Placed cells, one color a class:
Fill, decap, tap and diode cells in gray.
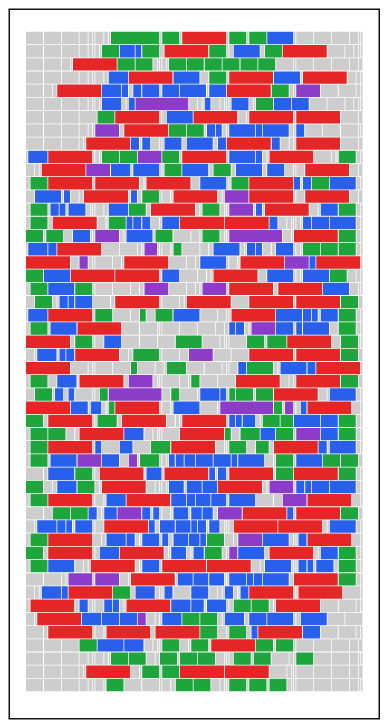
Signal metal coverage by tile:
15 x 29 tiles, from dark blue (low) to red (high), scaled to the fullest tile. Values are wire area over tile area, all layers added.
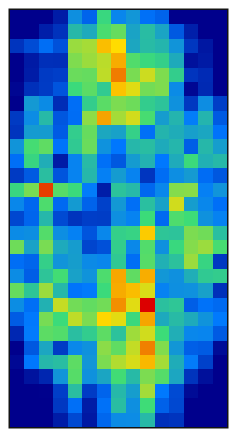
[src/rtl/rf_write_arbiter.sv]
// rf_write_arbiter: two-requester register-file writeback arbiter, one slot per requester.
// Optional feature macro RF_ARB_ROUND_ROBIN_EN: round-robin tie-break (otherwise A wins ties).
module rf_write_arbiter #(
    parameter int DATA_WIDTH = 32,
    parameter int ADDR_WIDTH = 5
) (
    input  logic                  clk,
    input  logic                  rst,
    input  logic                  reqA,
    input  logic [ADDR_WIDTH-1:0] regA,
    input  logic [DATA_WIDTH-1:0] dataA,
    output logic                  ackA,
    input  logic                  reqB,
    input  logic [ADDR_WIDTH-1:0] regB,
    input  logic [DATA_WIDTH-1:0] dataB,
    output logic                  ackB,
    output logic                  rfWe,
    output logic [ADDR_WIDTH-1:0] rfWriteRegister,
    output logic [DATA_WIDTH-1:0] rfWriteData,
    input  logic [ADDR_WIDTH-1:0] lookupReg,
    output logic                  lookupPending
);
    logic                  valid_a_q, valid_a_d, valid_b_q, valid_b_d;
    logic [ADDR_WIDTH-1:0] reg_a_q, reg_a_d, reg_b_q, reg_b_d;
    logic [DATA_WIDTH-1:0] data_a_q, data_a_d, data_b_q, data_b_d;
    logic                  we_q, we_d;
    logic [ADDR_WIDTH-1:0] wr_reg_q, wr_reg_d;
    logic [DATA_WIDTH-1:0] wr_data_q, wr_data_d;
    logic                  xfer_a, xfer_b, grant_a, grant_b;
`ifdef RF_ARB_ROUND_ROBIN_EN
    logic                  last_b_q, last_b_d;
`endif

    assign ackA            = ~valid_a_q;
    assign ackB            = ~valid_b_q;
    assign xfer_a          = reqA & ~valid_a_q;
    assign xfer_b          = reqB & ~valid_b_q;
    assign rfWe            = we_q;
    assign rfWriteRegister = wr_reg_q;
    assign rfWriteData     = wr_data_q;
    assign lookupPending   = (lookupReg != '0) &&
                             ((valid_a_q && reg_a_q == lookupReg) ||
                              (valid_b_q && reg_b_q == lookupReg) ||
                              (we_q && wr_reg_q == lookupReg));

    // Grant one valid slot per edge; a tie goes to A unless round-robin says B
    always_comb begin
`ifdef RF_ARB_ROUND_ROBIN_EN
        grant_a = valid_a_q & (~valid_b_q | last_b_q);
`else
        grant_a = valid_a_q;
`endif
        grant_b = valid_b_q & ~grant_a;
    end

    // Slot loading/draining and output register next state
    always_comb begin
        valid_a_d = xfer_a ? (regA != '0) : (valid_a_q & ~grant_a);
        reg_a_d   = xfer_a ? regA : reg_a_q;
        data_a_d  = xfer_a ? dataA : data_a_q;
        valid_b_d = xfer_b ? (regB != '0) : (valid_b_q & ~grant_b);
        reg_b_d   = xfer_b ? regB : reg_b_q;
        data_b_d  = xfer_b ? dataB : data_b_q;
        we_d      = grant_a | grant_b;
        wr_reg_d  = grant_a ? reg_a_q : grant_b ? reg_b_q : wr_reg_q;
        wr_data_d = grant_a ? data_a_q : grant_b ? data_b_q : wr_data_q;
`ifdef RF_ARB_ROUND_ROBIN_EN
        last_b_d  = grant_a ? 1'b0 : grant_b ? 1'b1 : last_b_q;
`endif
    end

    // State registers; reset empties both slots and drops any pending write
    always_ff @(posedge clk or posedge rst) begin
        if (rst) begin
            valid_a_q <= 1'b0;
            reg_a_q   <= '0;
            data_a_q  <= '0;
            valid_b_q <= 1'b0;
            reg_b_q   <= '0;
            data_b_q  <= '0;
            we_q      <= 1'b0;
            wr_reg_q  <= '0;
            wr_data_q <= '0;
`ifdef RF_ARB_ROUND_ROBIN_EN
            last_b_q  <= 1'b1;
`endif
        end else begin
            valid_a_q <= valid_a_d;
            reg_a_q   <= reg_a_d;
            data_a_q  <= data_a_d;
            valid_b_q <= valid_b_d;
            reg_b_q   <= reg_b_d;
            data_b_q  <= data_b_d;
            we_q      <= we_d;
            wr_reg_q  <= wr_reg_d;
            wr_data_q <= wr_data_d;
`ifdef RF_ARB_ROUND_ROBIN_EN
            last_b_q  <= last_b_d;
`endif
        end
    end
endmodule

[config.mk]
export PLATFORM = sky130hd
export DESIGN_NAME = rf_write_arbiter
export DESIGN_NICKNAME = d
export VERILOG_FILES = /design/src/rtl/rf_write_arbiter.sv
export SDC_FILE = /design/constraint.sdc
export NUM_CORES = 1
export LEC_CHECK = 0
export CAP_MARGIN = 30
export CORE_ASPECT_RATIO = 2
export CORE_MARGIN = 3
export CORE_UTILIZATION = 51
export CTS_BUF_LIST = sky130_fd_sc_hd__clkbuf_2 sky130_fd_sc_hd__clkbuf_4 sky130_fd_sc_hd__clkbuf_8
export CTS_CLUSTER_SIZE = 20
export DETAILED_ROUTE_END_ITERATION = 6
export GPL_TIMING_DRIVEN = 0
export HOLD_SLACK_MARGIN = 0.15
export PLACE_DENSITY = 0.92
export SLEW_MARGIN = 10
export SYNTH_ARGS = -nofsm -noshare
export SYNTH_HDL_FRONTEND = slang
export SYNTH_SLANG_ARGS = --single-unit
[constraint.sdc]
create_clock -name clk -period 4.5 [get_ports clk]
set_clock_uncertainty 0.15 [all_clocks]
set_input_delay 0.45 -clock clk [delete_from_list [all_inputs] [get_ports clk]]
set_output_delay 0.45 -clock clk [all_outputs]
set_load 0.02 [all_outputs]
==> out/results.ini <==
[worst_setup_path]
critPathTopFamily = buffers and inverters
slowest_delay_ns = 0.62
worst-path-stages = 6
crit_type = input pin to output pin
critical_path.startpoint = lookupReg[0]

[power_and_ir_drop]
internal-power_mw = 2.40
powerComb_mw = 0.873
p_leak_nw = 3.03
switchingPower_mw = 0.932
p_seq_share_pct = 41.3
power.total_mw = 3.33

[clock_network]
postCtsSetupRepairBufs = 0
cts_tree = built
cts-htree-levels = 4

[timing]
worstMarginPinSlew_ns = 0.533
period_needed_ns = 2.96

[status]
status = completed

[final_layout]
final_common_cell = clkdlybuf4s50_1
logic_area_mm2 = 0.00195

[synth]
ys_warn_count = 0
common_cells = dfrtp_1, mux2_4, nand2_1, o21ai_0, mux2i_1
synthArstFlopShare_pct = 100

[global_route]
grt_max_degree = 73

[placement]
dp.cells = 610

## Picture notes: 'placed cells, one color a class'
Key: other buffers and delay cells = green [cells 145]; all other logic = blue [cells 221]; clock drivers and dummy loads = purple [cells 32]; flops = red [cells 114]
post-route cell area: 0.00687 mm²
FP Rows: 50
flop share of the area: 41.5%

## Picture notes: 'signal metal coverage by tile'
The fullest tile reaches 0.52. 23% of the tiles are over half the peak. 9.7% of the tiles are nearly empty.

